### Floorplan with the power grid, run 1

(8 px per µm) Pins as bars on the die edge.
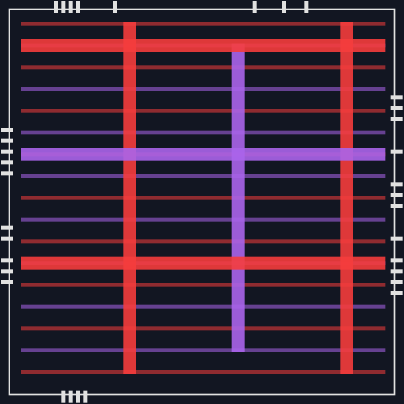
### M2 wires, run 1

(8 px per µm)
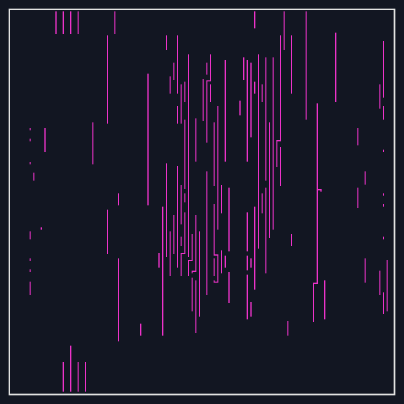
### Where the registers sit, run 1

(8 px per µm) Other cells in gray.
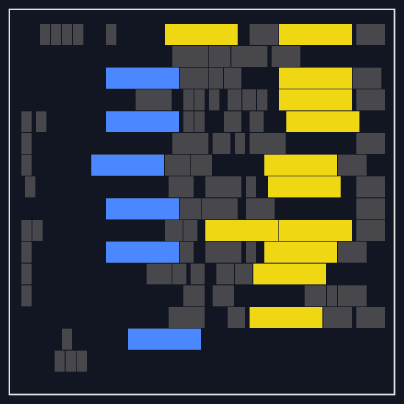
==> config.mk <==
export PLATFORM = sky130hd
export DESIGN_NAME = if_m
export DESIGN_NICKNAME = d
export VERILOG_FILES = /design/src/rtl/if_pkg.sv /design/src/rtl/if_m_inst_rom.sv /design/src/rtl/if_m.sv
export SDC_FILE = /design/constraint.sdc
export NUM_CORES = 1
export LEC_CHECK = 0
export CAP_MARGIN = 5
export CORE_UTILIZATION = 43
export CTS_CLUSTER_SIZE = 14
export DETAILED_ROUTE_END_ITERATION = 8
export PLACE_DENSITY = 0.78
export SLEW_MARGIN = 20
export SYNTH_ARGS = -nofsm -noshare
export SYNTH_HDL_FRONTEND = slang
export SYNTH_SLANG_ARGS = --single-unit
==> constraint.sdc <==
create_clock -name clka -period 1.6 [get_ports clka]
set_input_delay 0.24 -clock clka [delete_from_list [all_inputs] [get_ports clka]]
set_output_delay 0.24 -clock clka [all_outputs]
set_load 0.01 [all_outputs]
==> impl_metrics.toml, run 1 <==
# generated from flow reports
[status]
status = "finished clean"

[floorplanning]
taps = 27

[sta]
finalSetupViolCount = 0
min_period_ps = 1403

[finish]
instances_no_fill = 123
final_layout_top_logic_cells = "conb_1, dfrtp_1, clkdlybuf4s50_1, ha_1, nor2_1"
largest_reg_flops = 12
nonClkBufAreaFrac = 0.1520
area_dominant_class = "registers"

[placement]
dp_hpwl_um = 830.2

[clock_tree]
clk_latency_ps = 280
root_buffer = "clkbuf_4"
cts_resized = 0
cts_tree = "done"

[logic_synthesis]
netlist_area_um2 = 908.4
async_reset_ff_frac = 1.000

[power_and_ir_drop]
power_w = 0.0006949
p_switching_w = 0.0001492
p_clk_w = 0.000208
powerComb_w = 0.0000324

[global_routing]
grt_pass1_vias = 383
grt_max_degree = 19

[critical_path]
critPathLaunchType = "register"
cp_num_cells = 1
critical_path_arrival_ps = 1160
crit_chain = "clkdlybuf4s50_1"
r2r_slack_ps = 290
path_delay_family = "buffers and inverters"
critPathRequiredTime_ps = 1360
## Picture notes: 'Floorplan with the power grid'
legend:
  VSS:
    color: red
  VDD:
    color: purple
met1 rails: 17
met4 straps: 3
die width: 47.96 µm
Core Area: 1982 µm²
Die Y: 47.96 µm

## Picture notes: 'M2 wires'
main direction: vertical
share of all routed wire: 55%
wire length on this layer: 621 µm
drt total wl: 1136 µm
Vias: 504
M2 GR Usage: 0.1757

## Picture notes: 'Where the registers sit'
legend:
  pc:
    color: blue
    flops: 6
  u_inst_rom.dout:
    color: yellow
    flops: 12
Seq group: 0.000454 W
Flop area: 450.4 µm²
register share of the cell area: 0.4412

-- run 1: Yosys cell counts (2+ instances only) --
| cell type | count | area (µm²) |
|---|---|---|
| nor3_1 | 2 | 10.01 |
| dfrtp_1 | 18 | 450.4 |
| xnor2_1 | 3 | 26.28 |
| nor2_1 | 5 | 18.77 |
| mux2i_1 | 2 | 20.02 |
| buf_4 | 20 | 150.1 |
| nand2b_1 | 2 | 12.51 |
| nand3_1 | 3 | 15.01 |
| ha_1 | 7 | 87.58 |
| a211oi_2 | 2 | 25.02 |
| a21oi_1 | 3 | 15.01 |
| and3_1 | 2 | 12.51 |
| inv_1 | 4 | 15.01 |
-- run 1: per-stage QoR --
| step | worst slack [ps] | hold WS [ps] |
|---|---|---|
| after floorplan | 432.1 | 178.6 |
| after global placement | 371.6 | 488.4 |
| after detailed placement | 335.7 | 480.0 |
| after CTS | 174.1 | 259.6 |
| after global routing | 137.5 | 280.8 |
| final | 197.2 | 263.7 |
-- run 1: logic make-up (layout without fill, tap and decap cells) --
kind of cell / Yosys count / after routing / share of synthesized area
flip-flops: 18 / 18 / 0.4959
adder cells (fa/ha/maj): 7 / 7 / 0.09641
other: 1 / 19 / 0.004128
XOR/XNOR: 3 / 3 / 0.02893
buffers and inverters: 26 / 23 / 0.1997
AND-OR/OR-AND: 5 / 5 / 0.04407
AND/OR/NAND/NOR: 19 / 19 / 0.1088
multiplexers: 2 / 2 / 0.02204
-- run 1: routing by layer --
| layer | share of wire | track usage | wire (µm) |
|---|---|---|---|
| met4 | 0 | 0.08333 | 0 |
| met3 | 0.045 | 0.02264 | 51 |
| met1 | 0.41 | 0.1250 | 464 |
| met5 | 0 | 0 | 0 |
| met2 | 0.55 | 0.1757 | 620 |
## Run 2: what changed since run 1
--- a/config.mk
+++ b/config.mk
@@ -7,6 +7,7 @@
 export LEC_CHECK = 0
 export CAP_MARGIN = 5
 export CORE_UTILIZATION = 43
+export CTS_BUF_LIST = sky130_fd_sc_hd__clkbuf_16
 export CTS_CLUSTER_SIZE = 14
 export DETAILED_ROUTE_END_ITERATION = 8
 export PLACE_DENSITY = 0.78
==> constraint.sdc (replaced) <==
create_clock -name clka -period 1.5 [get_ports clka]
set_input_delay 0.225 -clock clka [delete_from_list [all_inputs] [get_ports clka]]
set_output_delay 0.225 -clock clka [all_outputs]
set_load 0.01 [all_outputs]
==> impl_metrics.toml, run 2 <==
# generated from flow reports
[placement]
dp_hpwl_um = 827.5

[critical_path]
cp_num_cells = 1
r2r_slack_ps = 220
critPathRequiredTime_ps = 1270
critPathLaunchType = "register"
critical_path_arrival_ps = 1110
crit_chain = "clkdlybuf4s50_1"
path_delay_family = "buffers and inverters"

[logic_synthesis]
top_logic_kind = "buffers and inverters"
compound_area_frac = 0.04408
top_area_frac = 0.4959
synthTopCellsByArea = "dfrtp_1, buf_4, ha_1, xnor2_1, a211oi_2"
ys_sh_simple = 0.1088
xor_area_frac = 0.02893
most_common_cell = "buf_4"
async_reset_ff_frac = 1.000
netlist_area_um2 = 908.4
ys_sh_adder = 0.09642
synth_area_leader_cell = "dfrtp_1"
ys_sh_mux = 0.02204

[clock_tree]
clk_latency_ps = 240
cts_tree = "done"
cts_resized = 0
root_buffer = "clkbuf_16"

[global_routing]
grt_max_degree = 19
grt_pass1_vias = 360

[sta]
finalSetupViolCount = 0
min_period_ps = 1334

[status]
status = "finished clean"

[finish]
final_layout_top_logic_cells = "conb_1, dfrtp_1, clkdlybuf4s50_1, ha_1, nor2_1"
largest_reg_flops = 12

[detailed_routing]
ant_nets = 0
num_vias = 511

[floorplanning]
die_h_um = 47.96
die_width_um = 47.96

[power_and_ir_drop]
power_w = 0.001033
==> run 2: cell families after synthesis <==
kind of cell	Yosys count
AND/OR/NAND/NOR	19
buffers and inverters	26
XOR/XNOR	3
flip-flops	18
AND-OR/OR-AND	5
multiplexers	2
adder cells (fa/ha/maj)	7
other	1
==> run 2: worst reg2reg max path: cells and delay by family (launching register included) <==
| family | cells | cell delay (ps) |
|---|---|---|
| AOI/OAI and AO/OA | 1 | 240 |
| DFF | 1 | 410 |
| and+or+nand+nor | 1 | 540 |
==> run 2: area by class of cell <==
cell class,instances,share of cell area
tap,27,0.03147
sequential,18,0.4196
inverter,4,0.01399
timing repair buffer,16,0.1445
clock buffer,3,0.06993
multi-input combinational,55,0.3205
==> run 2: where the power goes <==
part / total [W] / internal, W / switching [W]
Combinational: 0.0000347 / 0.00000419 / 0.0000305
Clock: 0.000512 / 0.000350 / 0.000162
Sequential: 0.000487 / 0.000487 / 0
==> run 2: per-stage QoR <==
step | hold slack, ps | utilization | instances | instance area (µm²) | worst slack, ps
2_1_floorplan | 163.6 | - | 99 | 975.9 | 332.1
3_3_place_gp | 488.1 | 0.5038 | 120 | 998.5 | 272.3
3_5_place_dp | 481.6 | 0.5038 | 120 | 998.5 | 231.8
4_1_cts | 301.1 | 0.5417 | 123 | 1074 | 151.2
5_1_grt | 328.9 | 0.5417 | 123 | 1074 | 122.5
6_report | 297.3 | 0.5417 | 123 | 1074 | 166.1
==> run 2: metal layers <==
layer / up-vias / GRT usage / part of all wire
li1: 248 / - / -
met1: 231 / 0.1412 / 0.43
met2: 29 / 0.1595 / 0.49
met3: 3 / 0.02264 / 0.055
met4: 0 / 0.06667 / 0.029
met5: - / 0 / 0
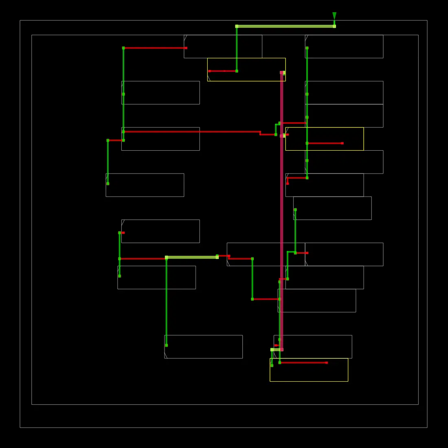
*The clock network, run 2*
clock buffer count: 3
Inserted Clock Buffers: 3
Setup Skew: 1.972 ps

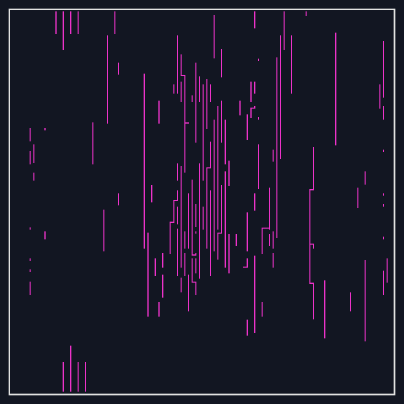
*M2 wires, run 2*
(8 px per µm)
share of all routed wire: 49%
longest straight run: 22.4 µm
main direction: vertical
wire length on this layer: 544 µm
nets with wire on the layer: 81
drt total wl: 1110 µm
M2 GR Usage: 0.1595

No activity file was given, so power comes from the tool's default toggle rates.
